[src/rtl/dmem_ctrl_if.sv]
// Bundle of the core-side DMEM request/response port and the SRAM port of dmem_ctrl.
// 'slave' is the controller's view; 'master' is the environment (core + SRAM) view.
interface dmem_ctrl_if;
  logic        req_valid;
  logic        req_ready;
  logic [0:31] req_addr;
  logic        req_we;
  logic        req_byte;
  logic        req_half_word;
  logic        req_sign_extend;
  logic [0:31] req_wdata;
  logic        resp_valid;
  logic [0:31] resp_data;
  logic        resp_error;
  logic        mem_req;
  logic        mem_we;
  logic [0:29] mem_addr;
  logic [0:31] mem_wdata;
  logic [0:31] mem_rdata;
  logic        mem_ack;

  modport slave (
    input  req_valid, req_addr, req_we, req_byte, req_half_word, req_sign_extend, req_wdata,
    input  mem_rdata, mem_ack,
    output req_ready, resp_valid, resp_data, resp_error,
    output mem_req, mem_we, mem_addr, mem_wdata
  );

  modport master (
    output req_valid, req_addr, req_we, req_byte, req_half_word, req_sign_extend, req_wdata,
    output mem_rdata, mem_ack,
    input  req_ready, resp_valid, resp_data, resp_error,
    input  mem_req, mem_we, mem_addr, mem_wdata
  );
endinterface

[src/rtl/dmem_ctrl.sv]
// Single-outstanding load/store controller between the core DMEM port and a word-wide,
// variable-latency SRAM: big-endian lane select, load extension, RMW sub-word stores, timeout.
module dmem_ctrl #(
  parameter int unsigned TIMEOUT_CYCLES = 255
) (
  input logic        i_clock,
  input logic        i_reset,
  dmem_ctrl_if.slave io_bus
);
  localparam logic [7:0] TMO_LAST = 8'(TIMEOUT_CYCLES - 1);

  typedef enum logic [2:0] {
    S_IDLE,
    S_RD,
    S_RMW_RD,
    S_WR,
    S_ERR,
    S_RESP
  } state_t;

  state_t      r_state;
  logic        r_req_ready;
  logic        r_resp_valid;
  logic        r_resp_error;
  logic [0:31] r_resp_data;
  logic        r_mem_req;
  logic        r_mem_we;
  logic [0:29] r_mem_addr;
  logic [0:31] r_mem_wdata;
  logic        r_byte;
  logic        r_half;
  logic        r_sext;
  logic [1:0]  r_off;
  logic [0:31] r_wdata;
  logic [7:0]  r_tmo_cnt;

  logic        w_accept;
  logic        w_misaligned;
  logic        w_is_word;
  logic        w_timeout;
  logic [1:0]  w_req_off;
  logic [0:31] w_load_data;
  logic [0:31] w_merged;

  // Lane k of a big-endian word sits at bits [8k:8k+7]; result is right-justified.
  function automatic logic [0:31] extract_lane(input logic [0:31] word, input logic [1:0] off,
                                               input logic is_byte, input logic is_half,
                                               input logic sext);
    logic [0:7]  b;
    logic [0:15] h;
    logic [0:31] res;
    // NOTE: every local gets a value on every path before use, so nothing holds state.
    unique case (off)
      2'd0:    b = word[0:7];
      2'd1:    b = word[8:15];
      2'd2:    b = word[16:23];
      default: b = word[24:31];
    endcase
    h   = off[1] ? word[16:31] : word[0:15];
    res = word;
    if (is_byte)      res = sext ? {{24{b[0]}}, b} : {24'h0, b};
    else if (is_half) res = sext ? {{16{h[0]}}, h} : {16'h0, h};
    return res;
  endfunction

  function automatic logic [0:31] merge_lane(input logic [0:31] word, input logic [1:0] off,
                                             input logic is_byte, input logic [0:31] wdata);
    logic [0:31] res;
    res = word;
    if (is_byte) begin
      unique case (off)
        2'd0:    res[0:7]   = wdata[24:31];
        2'd1:    res[8:15]  = wdata[24:31];
        2'd2:    res[16:23] = wdata[24:31];
        default: res[24:31] = wdata[24:31];
      endcase
    end else if (off[1]) begin
      res[16:31] = wdata[16:31];
    end else begin
      res[0:15] = wdata[16:31];
    end
    return res;
  endfunction

  assign w_req_off    = io_bus.req_addr[30:31];
  assign w_accept     = io_bus.req_valid & r_req_ready;
  assign w_is_word    = ~io_bus.req_byte & ~io_bus.req_half_word;
  assign w_misaligned = ~io_bus.req_byte &
                        (io_bus.req_half_word ? io_bus.req_addr[31] : (w_req_off != 2'b00));
  assign w_timeout    = (r_tmo_cnt == TMO_LAST);
  assign w_load_data  = extract_lane(io_bus.mem_rdata, r_off, r_byte, r_half, r_sext);
  assign w_merged     = merge_lane(io_bus.mem_rdata, r_off, r_byte, r_wdata);

  // NOTE: all state and outputs are registered here with non-blocking assignments so every
  // reader sees the pre-edge value, independent of statement order.
  always_ff @(posedge i_clock or negedge i_reset) begin
    if (!i_reset) begin
      r_state      <= S_IDLE;
      r_req_ready  <= 1'b1;
      r_resp_valid <= 1'b0;
      r_resp_error <= 1'b0;
      r_resp_data  <= '0;
      r_mem_req    <= 1'b0;
      r_mem_we     <= 1'b0;
      r_mem_addr   <= '0;
      r_mem_wdata  <= '0;
      r_byte       <= 1'b0;
      r_half       <= 1'b0;
      r_sext       <= 1'b0;
      r_off        <= '0;
      r_wdata      <= '0;
      r_tmo_cnt    <= '0;
    end else begin
      unique case (r_state)
        S_IDLE: begin
          if (w_accept) begin
            r_req_ready <= 1'b0;
            r_byte      <= io_bus.req_byte;
            r_half      <= io_bus.req_half_word & ~io_bus.req_byte;
            r_sext      <= io_bus.req_sign_extend;
            r_off       <= w_req_off;
            r_wdata     <= io_bus.req_wdata;
            r_mem_addr  <= io_bus.req_addr[0:29];
            r_tmo_cnt   <= '0;
            if (w_misaligned) begin
              r_state <= S_ERR;
            end else if (!io_bus.req_we) begin
              r_state   <= S_RD;
              r_mem_req <= 1'b1;
              r_mem_we  <= 1'b0;
            end else if (w_is_word) begin
              r_state     <= S_WR;
              r_mem_req   <= 1'b1;
              r_mem_we    <= 1'b1;
              r_mem_wdata <= io_bus.req_wdata;
            end else begin
              r_state   <= S_RMW_RD;
              r_mem_req <= 1'b1;
              r_mem_we  <= 1'b0;
            end
          end
        end

        S_RD, S_RMW_RD, S_WR: begin
          if (io_bus.mem_ack) begin
            r_tmo_cnt <= '0;
            if (r_state == S_RMW_RD) begin
              // Write phase follows the read back-to-back, so mem_req stays high.
              r_state     <= S_WR;
              r_mem_we    <= 1'b1;
              r_mem_wdata <= w_merged;
            end else begin
              r_state      <= S_RESP;
              r_mem_req    <= 1'b0;
              r_mem_we     <= 1'b0;
              r_resp_valid <= 1'b1;
              r_resp_data  <= (r_state == S_RD) ? w_load_data : '0;
            end
          end else if (w_timeout) begin
            r_state      <= S_RESP;
            r_mem_req    <= 1'b0;
            r_mem_we     <= 1'b0;
            r_resp_valid <= 1'b1;
            r_resp_error <= 1'b1;
            r_resp_data  <= '0;
          end else begin
            r_tmo_cnt <= r_tmo_cnt + 8'd1;
          end
        end

        S_ERR: begin
          r_state      <= S_RESP;
          r_resp_valid <= 1'b1;
          r_resp_error <= 1'b1;
          r_resp_data  <= '0;
        end

        S_RESP: begin
          r_state      <= S_IDLE;
          r_req_ready  <= 1'b1;
          r_resp_valid <= 1'b0;
          r_resp_error <= 1'b0;
          r_resp_data  <= '0;
        end

        default: r_state <= S_IDLE;
      endcase
    end
  end

  assign io_bus.req_ready  = r_req_ready;
  assign io_bus.resp_valid = r_resp_valid;
  assign io_bus.resp_error = r_resp_error;
  assign io_bus.resp_data  = r_resp_data;
  assign io_bus.mem_req    = r_mem_req;
  assign io_bus.mem_we     = r_mem_we;
  assign io_bus.mem_addr   = r_mem_addr;
  assign io_bus.mem_wdata  = r_mem_wdata;
endmodule

[src/flat_wrapper.sv]
// flat-port wrapper written by rule: the top's interface ports become plain ports
module dmem_ctrl_flat 
#(
  parameter int unsigned TIMEOUT_CYCLES = 255
)
  (i_clock, i_reset, io_bus_req_valid, io_bus_req_addr, io_bus_req_we, io_bus_req_byte, io_bus_req_half_word, io_bus_req_sign_extend, io_bus_req_wdata, io_bus_mem_rdata, io_bus_mem_ack, io_bus_req_ready, io_bus_resp_valid, io_bus_resp_data, io_bus_resp_error, io_bus_mem_req, io_bus_mem_we, io_bus_mem_addr, io_bus_mem_wdata);
  dmem_ctrl_if io_bus_i ();
  input logic i_clock;
  input logic i_reset;
  input wire logic [$bits(io_bus_i.req_valid)-1:0] io_bus_req_valid;
  input wire logic [$bits(io_bus_i.req_addr)-1:0] io_bus_req_addr;
  input wire logic [$bits(io_bus_i.req_we)-1:0] io_bus_req_we;
  input wire logic [$bits(io_bus_i.req_byte)-1:0] io_bus_req_byte;
  input wire logic [$bits(io_bus_i.req_half_word)-1:0] io_bus_req_half_word;
  input wire logic [$bits(io_bus_i.req_sign_extend)-1:0] io_bus_req_sign_extend;
  input wire logic [$bits(io_bus_i.req_wdata)-1:0] io_bus_req_wdata;
  input wire logic [$bits(io_bus_i.mem_rdata)-1:0] io_bus_mem_rdata;
  input wire logic [$bits(io_bus_i.mem_ack)-1:0] io_bus_mem_ack;
  output wire logic [$bits(io_bus_i.req_ready)-1:0] io_bus_req_ready;
  output wire logic [$bits(io_bus_i.resp_valid)-1:0] io_bus_resp_valid;
  output wire logic [$bits(io_bus_i.resp_data)-1:0] io_bus_resp_data;
  output wire logic [$bits(io_bus_i.resp_error)-1:0] io_bus_resp_error;
  output wire logic [$bits(io_bus_i.mem_req)-1:0] io_bus_mem_req;
  output wire logic [$bits(io_bus_i.mem_we)-1:0] io_bus_mem_we;
  output wire logic [$bits(io_bus_i.mem_addr)-1:0] io_bus_mem_addr;
  output wire logic [$bits(io_bus_i.mem_wdata)-1:0] io_bus_mem_wdata;
  assign io_bus_i.req_valid = io_bus_req_valid;
  assign io_bus_i.req_addr = io_bus_req_addr;
  assign io_bus_i.req_we = io_bus_req_we;
  assign io_bus_i.req_byte = io_bus_req_byte;
  assign io_bus_i.req_half_word = io_bus_req_half_word;
  assign io_bus_i.req_sign_extend = io_bus_req_sign_extend;
  assign io_bus_i.req_wdata = io_bus_req_wdata;
  assign io_bus_i.mem_rdata = io_bus_mem_rdata;
  assign io_bus_i.mem_ack = io_bus_mem_ack;
  assign io_bus_req_ready = io_bus_i.req_ready;
  assign io_bus_resp_valid = io_bus_i.resp_valid;
  assign io_bus_resp_data = io_bus_i.resp_data;
  assign io_bus_resp_error = io_bus_i.resp_error;
  assign io_bus_mem_req = io_bus_i.mem_req;
  assign io_bus_mem_we = io_bus_i.mem_we;
  assign io_bus_mem_addr = io_bus_i.mem_addr;
  assign io_bus_mem_wdata = io_bus_i.mem_wdata;
  dmem_ctrl #(.TIMEOUT_CYCLES(TIMEOUT_CYCLES)) u_core (.i_clock(i_clock), .i_reset(i_reset), .io_bus(io_bus_i));
endmodule
[config.mk]
export PLATFORM = sky130hd
export DESIGN_NAME = dmem_ctrl_flat
export DESIGN_NICKNAME = d
export VERILOG_FILES = /design/src/rtl/dmem_ctrl_if.sv /design/src/rtl/dmem_ctrl.sv /design/src/flat_wrapper.sv
export SDC_FILE = /design/constraint.sdc
export NUM_CORES = 1
export LEC_CHECK = 0
export ABC_CLOCK_PERIOD_IN_PS = 2300
export CAP_MARGIN = 20
export CORE_UTILIZATION = 35
export CTS_BUF_LIST = sky130_fd_sc_hd__clkbuf_2 sky130_fd_sc_hd__clkbuf_4 sky130_fd_sc_hd__clkbuf_8
export DETAILED_ROUTE_END_ITERATION = 6
export PLACE_DENSITY_LB_ADDON = 0.05
export SLEW_MARGIN = 40
export SYNTH_ARGS = -nofsm -noshare
export SYNTH_HDL_FRONTEND = slang
export SYNTH_SLANG_ARGS = --single-unit
[constraint.sdc]
create_clock -name i_clock -period 2.3 [get_ports i_clock]
set_input_delay 0.575 -clock i_clock [delete_from_list [all_inputs] [get_ports i_clock]]
set_output_delay 0.575 -clock i_clock [all_outputs]
set_load 0.05 [all_outputs]
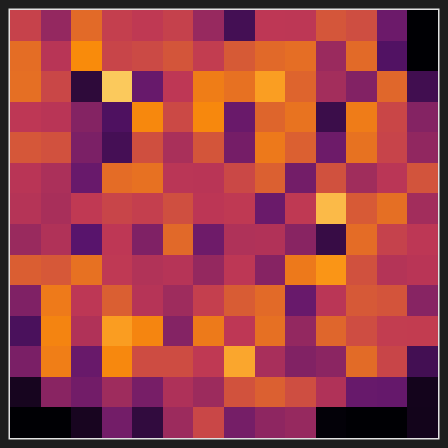
Figure 1: run 1, cell area per tile.
14 x 14 tiles, from black (low) to pale yellow (high), 0 to 100% covered.
- fullest tile: 88%
- nearly empty tiles: 3.6%
- mean over tiles: 47%
- tiles over 75% full: 3.1%
Floorplan Core Area: 0.0194 mm²
final core utilization: 51.1%
fp util: 35.6%

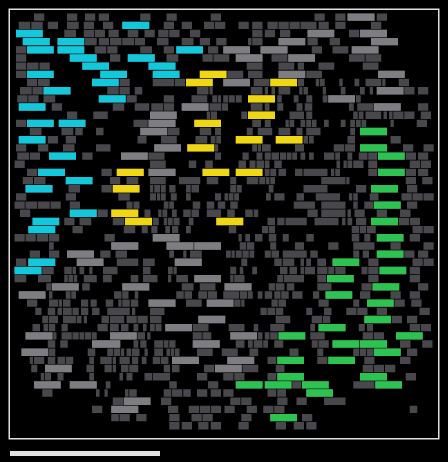
Figure 2: run 1, sequential cells grouped by signal name.
The bar under the picture is 50 µm long.
- yellow: `u_core.r_wdata` (sequential cells 16)
- cyan: `u_core.io_bus.mem_addr` (sequential cells 30; where top left)
- green: `u_core.io_bus.resp_data` (sequential cells 32)
- not colored: 53
FF/Latch Area: 0.00328 mm²
fraction of area in registers: 33.1%
seq pwr: 3970 µW

==> Changelog: implementation, run 1 <==
### Implementation results

- Critical path data arrival time: between 1.5 and 2 ns
- I/O Buffers: 202
- Final setup margin: 0.0484 ns
- Multi-input logic area: around 0.0034 mm²
- RR Startpoint: u_core.r_byte
- Synth cell types: roughly 57
- Worst-case clock buffer depth: 2
- Logic gate fraction of the total cell area: around 34%
- Most frequent logic cell in the layout: clkdlybuf4s50_1
- Critical Path, Cell by Cell: clkdlybuf4s50_1
- Dominant kind of cell by area: multi-input combinational cells
- Well tap count: 265
- RSZ-0062 raised after global routing: false
- WL met1: about 9500 µm
- Total chip power: 14100 µW
- CTS resizes: 0
- R2R setup slack: 0.23 ns
- Routability cong.: 0.856
- Fraction of area in clock buffers and inverters: 3.62%
- Synth Area in Simple Gates: 12.9%
- Clk sinks: ~130
- Non-CTS inverters: 9
- Hold Fails Final Rpt: 0
- Run status: finished clean
- Mean area per synthesized cell: 11.1 µm²
- # Max-Cap Violations: 0
- ANT cells: 0
- Die area: just over 0.02 mm²
- Post-CTS setup buffers: 0
- Cell total in the yosys stat output: 623
- Final cell count without fillers: 1128
- Final min period: 2.25 ns
- Met2 Usage GRT: approximately 37%
- Root Buffer: clkbuf_8
- Req. time, crit path: 1.73 ns
- Slew headroom: 53.3%
- Register share after synthesis: between 40% and 50%
- Mapped Area: 0.00691 mm²
- Worst R2R End: u_core.io_bus.mem_wdata[28]
- DP HPWL: ~17000 µm
- Pins Over Slew Limit: 0
- Layout cells sized above 1: 23.6%
- Dominant cell type by area after synthesis: dfrtp_1
- Signal buffers share of area: between 20% and 30%
- Fill cells: 1783
- Count of library flops with an enable pin: 0
- Initial antenna violation count: 0
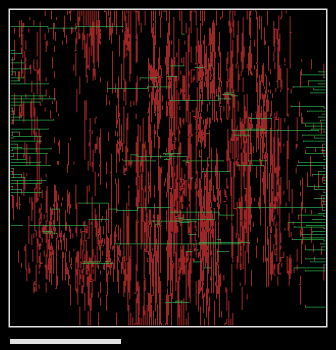
Figure 3: run 1, metal layers overlaid.
The bar under the picture is 50 µm long. Only two layers are drawn.
- red: met2 (wire length 10900 µm)
- green: met3 (wire length 1370 µm)

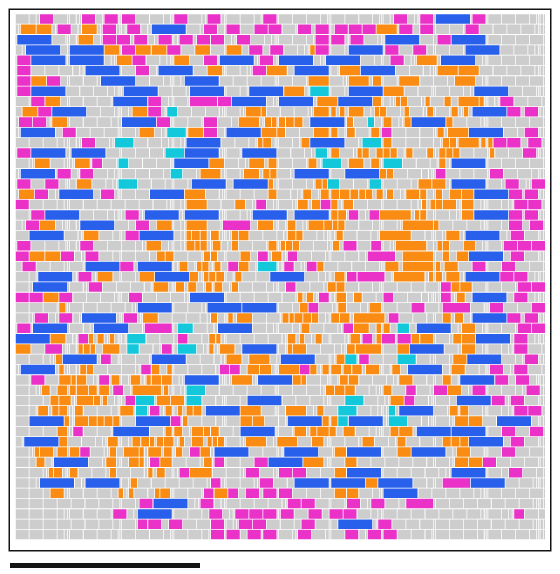
Figure 4: run 1, placement by cell class.
The bar under the picture is 50 µm long. Fill, decap, tap and diode cells in gray.
- orange: all other logic (cells 444)
- cyan: clock drivers and dummy loads (cells 32)
- blue: flip-flops (cells 131)
- magenta: other buffers and delay cells (cells 256)
Finished Cell Area: 0.00992 mm²
Site Rows: 51

-- run 1: registers in the layout, indices dropped and copies added (netlist names), 2 cells and up --
register                 count
u_core.r_tmo_cnt             8
u_core.io_bus.mem_addr      30
u_core.io_bus.mem_wdata     32
u_core.r_state               3
u_core.r_wdata              16
u_core.r_off                 2
u_core.io_bus.resp_data     32
-- run 1: worst register-to-register path: stages (launching register included) --
cell and delay, ns:
dfrtp_1 0.70, nor2b_1 0.65, o21ai_0 0.31, a21oi_1 0.22
mux2_4 0.16
-- run 1: power by group --
group          total (µW)  internal (µW)  switching (µW)
combinational        8320           3400            4930
sequential           3970           3200             767
clock                1830            773            1060
total               14100           7370            6750
--- run 2 (diff from run 1) ---
DONT_BUFFER_PORTS = 1   (was unset)
MAX_ROUTING_LAYER = met4   (was unset)
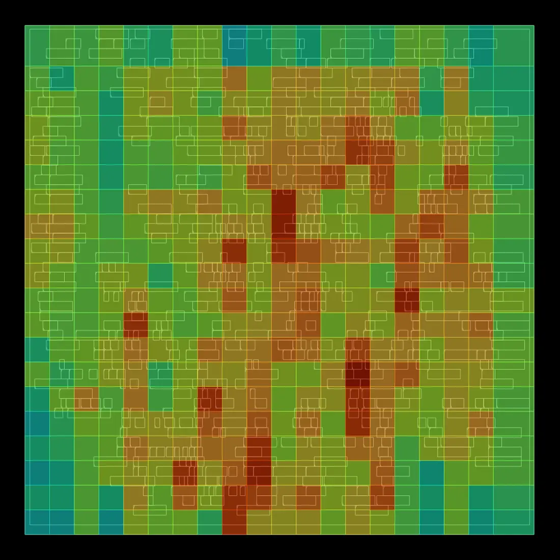
Figure 5: run 2, routing congestion map.
GRT Max-Usage Layer: met2
GRT Total Usage: 21.9%

==> run 2 against run 1 <==
- the run now ends with negative hold slack left
- critical path depth increased by 3
- hold slack got worse by 0.27 ns
- clock skew decreased by 0.0012 ns
- cell area decreased by 22%
- synthesized cell count unchanged
- critical endpoint is now u_core.io_bus.mem_wdata[14]
- core utilization decreased by 11 points
==> Changelog: implementation, run 2 <==
### Implementation results

- Final setup margin: 0.238 ns (was 0.0484 ns)
- DIE WIDTH: 142 µm (unchanged)
- DR top layer: met4 (unchanged)
- Floorplan Core Area: 0.0194 mm² (unchanged)
- WL met1: 8410 µm (was 9480 µm)
- Root Buffer: clkbuf_8 (unchanged)
- RR Startpoint: u_core.r_off[0] (was u_core.r_byte)
- Worst-case clock buffer depth: 2 (unchanged)
- Clk sinks: 131 (unchanged)
- Dominant cell type by area after synthesis: dfrtp_1 (unchanged)
- Routed wire length per instance: 23.4 µm (was 19.8 µm)
- Critical path data arrival time: 2.39 ns (was 1.68 ns)
- Pins Over Slew Limit: 0 (unchanged)
- Synth Area in Simple Gates: 12.9% (unchanged)
- CTS H-Tree Depth: 4 (unchanged)
- Final cell count without fillers: 896 (was 1128)
- Finished Cell Area: 0.00769 mm² (was 0.00992 mm²)
- CTS resizes: 0 (unchanged)
- Site Rows: 51 (unchanged)
- Post-route DRC: 0 (unchanged)
- Met2 Usage GRT: 34.4% (was 37.0%)
- Fp util: 35.6% (unchanged)
- DP HPWL: 15400 µm (was 17100 µm)
- Initial antenna violation count: 0 (unchanged)
- Final hold slack: -0.185 ns (was 0.0892 ns)
- Cell total in the yosys stat output: 623 (unchanged)
- Dominant register cell: dfrtp_1 (unchanged)
- Layout cells sized above 1: 27.0% (was 23.6%)
- Run status: finished with violations (was finished clean)
- Worst R2R End: u_core.io_bus.mem_wdata[14] (was u_core.io_bus.mem_wdata[28])
- Worst Skew: 0.0186 ns (was 0.0198 ns)
- Count of library flops with an enable pin: 0 (unchanged)
- Synth cell types: 57 (unchanged)
- R2R setup slack: 0.24 ns (was 0.23 ns)
- Most frequent logic cell in the layout: dfrtp_1 (was clkdlybuf4s50_1)
- Routability cong.: 0.822 (was 0.856)
- I/O Buffers: 0 (was 202)
- Yosys Chip Area: 0.00691 mm² (unchanged)
- Violated checks: negative hold slack
- Die area: 0.0203 mm² (unchanged)
- Total chip power: 12700 µW (was 14100 µW)
- # Max-Cap Violations: 0 (unchanged)
- Setup TNS: 0 ns (unchanged)
- Pleak: 0.00338 µW (was 0.00430 µW)
- Final min period: 2.06 ns (was 2.25 ns)
- RSZ-0062 raised after global routing: false (unchanged)
- Mean area per synthesized cell: 11.1 µm² (unchanged)
- Post-CTS setup buffers: 0 (unchanged)
- Hold Fails Final Rpt: 130 (was 0)
- Slew headroom: 53.0% (was 53.3%)
- Mapped Area: 0.00691 mm² (unchanged)
- Req. time, crit path: 2.63 ns (was 1.73 ns)
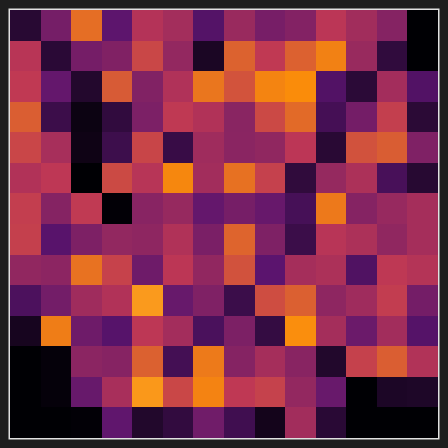
Figure 6: run 2, cell area per tile.
14 x 14 tiles, from black (low) to pale yellow (high), 0 to 100% covered.
- densest ninth of the die: top middle
- nearly empty tiles: 7.7%
- emptiest ninth of the die: bottom left
final core utilization: 39.7%

==> run 2: worst max-delay path: stages, from the launching register on <==
cell and delay, ns:
dfrtp_1 0.61, nand2b_1 0.52, a31oi_1 0.43, a21oi_1 0.13, mux2_4 0.27
==> run 2: where the power goes <==
group / leakage [µW] / switching (µW) / internal, µW
sequential: 0.00167 / 3180 / 3160
clock: 0.000206 / 958 / 1130
combinational: 0.00150 / 2200 / 2090
==> run 2: cell type report <==
type | count | area [µm²]
fill | 1928 | 11700
timing repair buffer | 24 | 230
clock inverter | 11 | 154
clock buffer | 20 | 263
sequential | 131 | 3280
tap | 265 | 332
inverter | 9 | 33.8
multi-input combinational | 435 | 3400
antenna | 1 | 2.50
--- run 3 (diff from run 2) ---
ABC_CLOCK_PERIOD_IN_PS = 2480   (was 2300)
clock period = 2.48 ns   (was 2.3 ns; I/O delays follow)
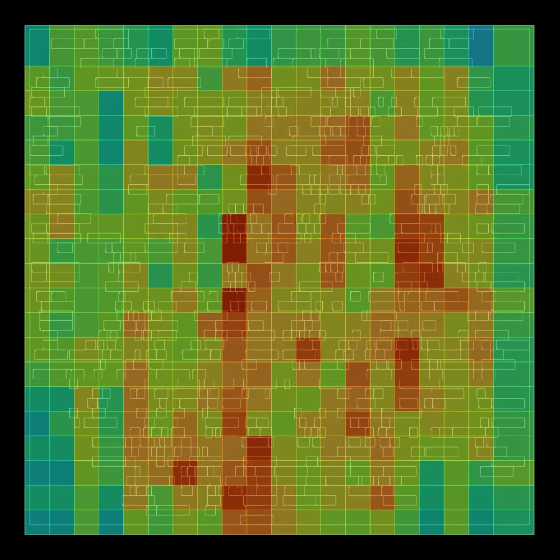
Figure 7: run 3, routing congestion map.
met2 Usage GRT: 34.0%
routed wire length per instance: 23.1 µm
grt met3 use: 7.91%
GRT Total Usage: 21.3%
final core utilization: 39.4%

==> run 3 against run 2 <==
- the flow still finishes with violations (negative hold slack)
- clock skew decreased by 0.0046 ns
- combinational power fell by 11%
- via count down 2.3%
- hold slack improved by 0.050 ns
==> Changelog: implementation, run 3 <==
### Implementation results

- Run status: finished with violations (unchanged)
- Violated checks: negative hold slack (unchanged)
- Post-CTS setup buffers: 0 (unchanged)
- Dominant kind of cell by area: multi-input combinational cells (unchanged)
- Floorplan Core Area: 0.0194 mm² (unchanged)
- FF/Latch Area: 0.00328 mm² (unchanged)
- Die Span Y: 142 µm (unchanged)
- Stages on the worst setup path: 4 (unchanged)
- Well tap count: 265 (unchanged)
- I/O Buffers: 0 (unchanged)
- Buffers excl. clock: 20 (was 24)
- Dominant cell type by area after synthesis: dfrtp_1 (unchanged)
- Setup TNS: 0 ns (unchanged)
- Count of library flops with an enable pin: 0 (unchanged)
- Inst Count DP: 860 (was 864)
- Synth Area in Simple Gates: 12.9% (unchanged)
- Pins Over Slew Limit: 0 (unchanged)
- Layout cells sized above 1: 26.5% (was 27.0%)
- RR Startpoint: u_core.r_byte (was u_core.r_off[0])
- Die area: 0.0203 mm² (unchanged)
- Logic gate fraction of the total cell area: 44.4% (was 44.2%)
- Adder Area Share: 0.362% (unchanged)
- Total chip power: 11700 µW (was 12700 µW)
- Hold Fails Final Rpt: 130 (unchanged)
- Final-layout clock buffer total: 19 (was 20)
- Crit path capture type: register (unchanged)
- Multi-input logic area: 0.00340 mm² (about the same)
- Slew headroom: 52.8% (was 53.0%)
- Pleak: 0.00336 µW (was 0.00338 µW)
- Synth cell types: 57 (unchanged)
- Worst Skew: 0.0140 ns (was 0.0186 ns)
- Most frequent logic cell in the layout: dfrtp_1 (unchanged)
- Final hold slack: -0.135 ns (was -0.185 ns)
- CTS resizes: 0 (unchanged)
- Clk sinks: 131 (unchanged)
- Mean area per synthesized cell: 11.1 µm² (unchanged)
- RSZ-0062 raised after global routing: false (unchanged)
- Register share after synthesis: 47.5% (unchanged)
- Hold Crit Class: in2async (unchanged)
- Non-CTS inverters: 9 (unchanged)
- Cell total in the yosys stat output: 623 (unchanged)
- Worst Path Buf+Inv: 0 (unchanged)
- Fill cells: 1930 (was 1928)
- Site Rows: 51 (unchanged)
- Fraction of area in registers: 42.9% (was 42.6%)
- Worst R2R End: u_core.io_bus.mem_wdata[13] (was u_core.io_bus.mem_wdata[14])
- CTS H-Tree Depth: 4 (unchanged)
- Finished Cell Area: 0.00765 mm² (was 0.00769 mm²)
- Yosys Chip Area: 0.00691 mm² (unchanged)
- Final min period: 2.08 ns (was 2.06 ns)
- Root Buffer: clkbuf_8 (unchanged)
- Worst-case clock buffer depth: 2 (unchanged)
- Mi-comb count: 435 (unchanged)
- Worst skew pair latency: 0.44 ns (was 0.45 ns)
- Family with the most delay on the worst path: flip-flops (unchanged)
- Fraction of area in clock buffers and inverters: 5.66% (was 5.42%)
- Critical path data arrival time: 2.41 ns (was 2.39 ns)
- Dominant register cell: dfrtp_1 (unchanged)
- Post-route ant nets: 0 (unchanged)
- Registers: 131 (unchanged)
- R2R setup slack: 0.40 ns (was 0.24 ns)
- Critical-path top delay cell: dfrtp_1 (unchanged)
- Fp util: 35.6% (unchanged)
- ANT cells: 0 (was 1)
- Worst stage delay on the critical path: 0.67 ns (was 0.61 ns)
- Final cell count without fillers: 892 (was 896)
- Synth top area share: 47.1% (unchanged)
- Final-stage net count: 720 (was 724)
- Req. time, crit path: 2.82 ns (was 2.63 ns)
- Initial antenna violation count: 0 (unchanged)
- DP HPWL: 15200 µm (was 15400 µm)
- Critical Path, Cell by Cell: nand2b_1 -> a31oi_1 -> a21oi_1 -> mux2_4 (unchanged)
- DIE WIDTH: 142 µm (unchanged)
- First drt pass iteration count: 4 (was 5)
- Mapped Area: 0.00691 mm² (unchanged)
- Post-route DRC: 0 (unchanged)
- Signal buffers share of area: 2.29% (was 2.99%)
- # Max-Cap Violations: 0 (unchanged)
- Routability cong.: 0.842 (was 0.822)
- Compound Share, Synth: 16.9% (unchanged)
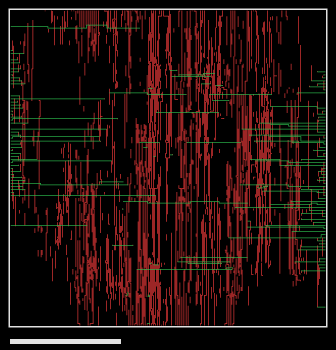
Figure 8: run 3, metal layers overlaid.
The bar under the picture is 50 µm long. Only two layers are drawn.
detailed-route via count: 4948
final WL: 20600 µm

run 3: netlist changes by cell type in the layout (fill, tap and decap cells not counted), moves of 2 or more:
cell and change:
clkbuf_4 -2, buf_12 -2, clkinv_4 -2, inv_6 +4
buf_4 -2
run 3: power by group:
part	internal [µW]	switching (µW)
Combinational	1840	1970
Sequential	2930	2960
Clock	1070	917
run 3: stage by stage:
stage / worst slack, ns / util (%)
after floorplan: 0.361 / -
after global placement: 0.296 / 37.2
after detailed placement: 0.286 / 37.2
after CTS: 0.441 / 39.4
after global routing: 0.245 / 39.4
final: 0.405 / 39.4
run 3: metal layers:
layer  GRT usage [%]  routed length [µm]  up-vias
li1                -                   -     2297
met1            25.2                8470     2457
met2            34.0               10100      172
met3            7.91                1760       22
met4            5.66                 279        0
met5               -                   0        -
Power and IR drop assume default switching activity.
